Fig. 1: met2 routing
(4 px per µm)
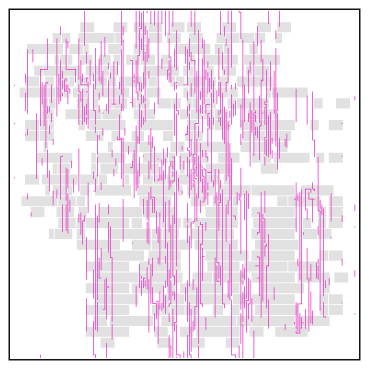
Fig. 2: pin map
(6 px per µm) Pins as bars across the die edge, other pins in gray.
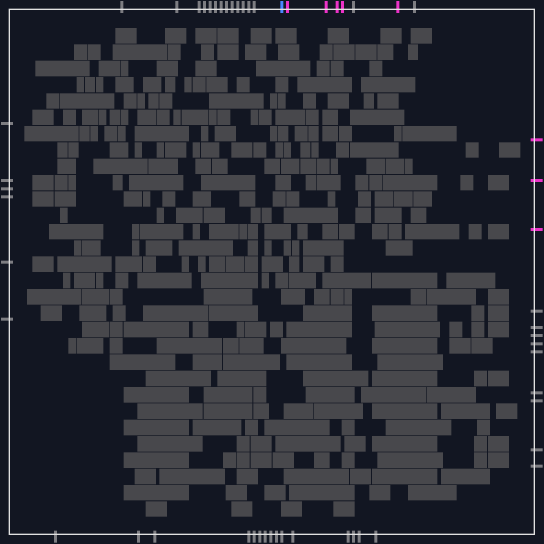
Fig. 3: layout detail
Window x 24 to 64, y 24 to 64 µm. Cells in gray, sequential cells in the stronger gray; small squares are vias.
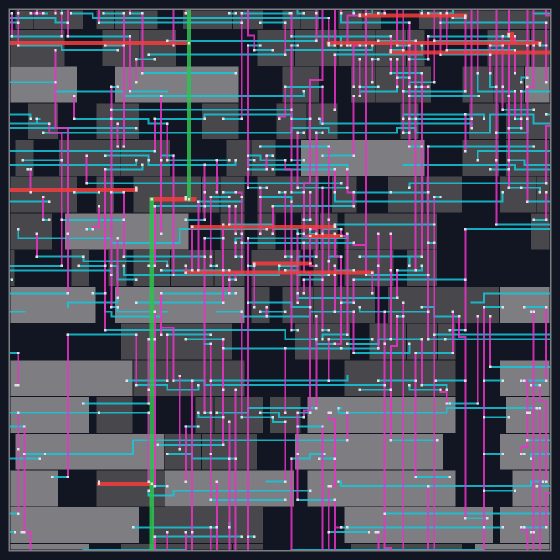
Fig. 4: placed standard cells
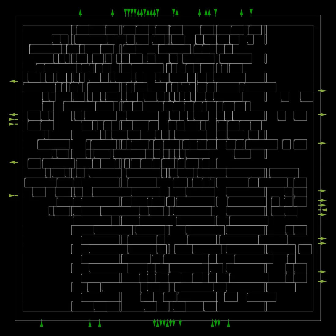
Fig. 5: metal layers overlaid
(4 px per µm) Only two layers are drawn.
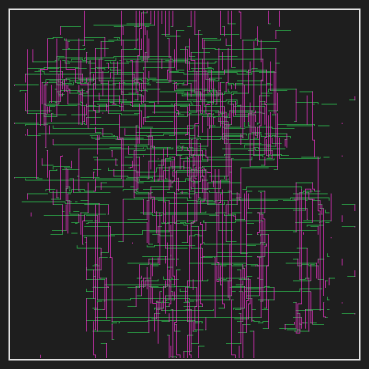
==> config.mk <==
export PLATFORM = sky130hd
export DESIGN_NAME = fetch_unit
export DESIGN_NICKNAME = d
export VERILOG_FILES = /design/src/rtl/chip_z8_pkg.sv /design/src/rtl/fetch_queue.sv /design/src/rtl/fetch_unit.sv
export SDC_FILE = /design/constraint.sdc
export NUM_CORES = 1
export LEC_CHECK = 0
export CAP_MARGIN = 20
export CORE_MARGIN = 2
export CORE_UTILIZATION = 45
export DETAILED_ROUTE_END_ITERATION = 16
export GPL_ROUTABILITY_DRIVEN = 1
export PLACE_DENSITY = 0.71
export SYNTH_ARGS = -nofsm -noshare
export SYNTH_HDL_FRONTEND = slang
export SYNTH_SLANG_ARGS = --single-unit
==> constraint.sdc <==
create_clock -name clk -period 3.05 [get_ports clk]
set_input_delay 0.305 -clock clk [delete_from_list [all_inputs] [get_ports clk]]
set_output_delay 0.305 -clock clk [all_outputs]
set_load 0.005 [all_outputs]
==> summary.rpt <==
=== SYNTHESIS / PLACE & ROUTE SUMMARY ===
----------------------------------------------------
[Drt]
  Residual DRC ........................ 0
  Number of DRC markers in iteration 0 ........................ 139

[Layout]
  Area taken by multi-input logic gates ........................ 1458 µm²
  Final std cell area, no fill ........................ 3905 µm²
  Largest cell class by area ........................ flip-flops and latches
  Diodes inserted ........................ 0
  Dominant logic cell types in the final layout ........................ clkdlybuf4s50_1 (52), edfxtp_1 (32), and2_1 (30), dfrtp_1 (22), nor2_1 (20)

[Worst hold path]
  Class of the most critical hold timing path ........................ in -> async

[Clock network]
  Skew-Pair Late Insertion Delay ........................ 0.32 ns
  Number of buffers between clock root and the deepest sink ........................ 2
  CTS buffer count ........................ 5
  Clock tree from TritonCTS ........................ done
  Post-CTS repair timing setup buffer count ........................ 0

[Synth]
  Library cells used by synthesis ........................ 50
  Chip area from the yosys synthesis statistics ........................ 3119 µm²
  Synth top cells by count ........................ edfxtp_1 (32), and2_1 (30), dfrtp_1 (24)
  Mux share ........................ 0.1252
  Basic-gate share of the synthesized area counting and, or, nand and nor cells ........................ 0.1777
  Post-synthesis share of cell area spent on full adders, half adders and majority gates ........................ 0.05696
  Mean post-synth cell area ........................ 12.09 µm²
  Sequential-to-total area share from yosys stat ........................ 0.5006
  Post-synth tally of flip-flops with integrated enable ........................ 32
  Count leader, synth ........................ edfxtp_1
  Net count of the mapped netlist ........................ 291
  Top cell type by total area after synthesis ........................ edfxtp_1
  Post-synthesis register bit count ........................ 56

[Pwr]
  Leakage power of the design ........................ 1.512 nW
  Sum of internal, switching and leakage power ........................ 1.960 mW
  Combinational fraction of design power ........................ 0.302
  Total clock network power ........................ 0.426 mW
  Internal power ........................ 1.362 mW
  Comb power ........................ 0.592 mW
  Pwr top ........................ registers
  Seq pwr share ........................ 0.481

[Setup path]
  Largest stage delay on the critical path ........................ 0.55 ns
  Max Fanout on Critical Path ........................ 8
  Register-to-register setup slack ........................ 0.18 ns
  Worst Path Arrival ........................ 2.63 ns
  Gate family responsible for the most delay along the worst path ........................ buffers and inverters

[GRT]
  Leftover overflow at the end of global routing ........................ 0

[Run status]
  Result of the run ........................ finished, final reports clean

[STA]
  Worst hold-check slack ........................ 0.5017 ns

[Placement]
  Pre-CTS worst setup slack ........................ 0.07905 ns

[Flow run]
  Warning total across the stage logs ........................ 29

----------------------------------------------------
Notes on Fig. 1 above:
wire length on this layer	3110 µm
share of all routed wire	49%
number of vias in the routed layout: 2242
global-route track usage on met2: 0.2831
final wirelength: 6.410 mm

Notes on Fig. 2 above:
color	port	pins	direction	edge
magenta	instr_pc	8	output	5 top, 3 right
blue	instr_ready	1	input	top
all pins by edge	21 top, 15 bottom, 12 right, 6 left
Die Y: 87.26 µm
horizontal die size: 87.26 µm
quantity of I/O buffers inserted on ports: 53

Notes on Fig. 3 above:
color	layer
green	M4
magenta	M2
red	M3
cyan	M1
cells with their middle in the window	100
sequential cells in the window	15
most frequent	nor2_1 (9), buf_4 (9), edfxtp_1 (8)

Notes on Fig. 4 above:
fraction of standard cell area that is sequential: 0.4005
tapcell count: 80
registers: 56
end-of-flow core utilization: 0.5780
Filler cells: 579

Notes on Fig. 5 above:
color	layer	wire length
green	M1	2990 µm
magenta	M2	3110 µm
All-Layer GR Usage: 0.1789
average wire per standard cell: 15.99 µm

Power is estimated from default activity; no workload was simulated.
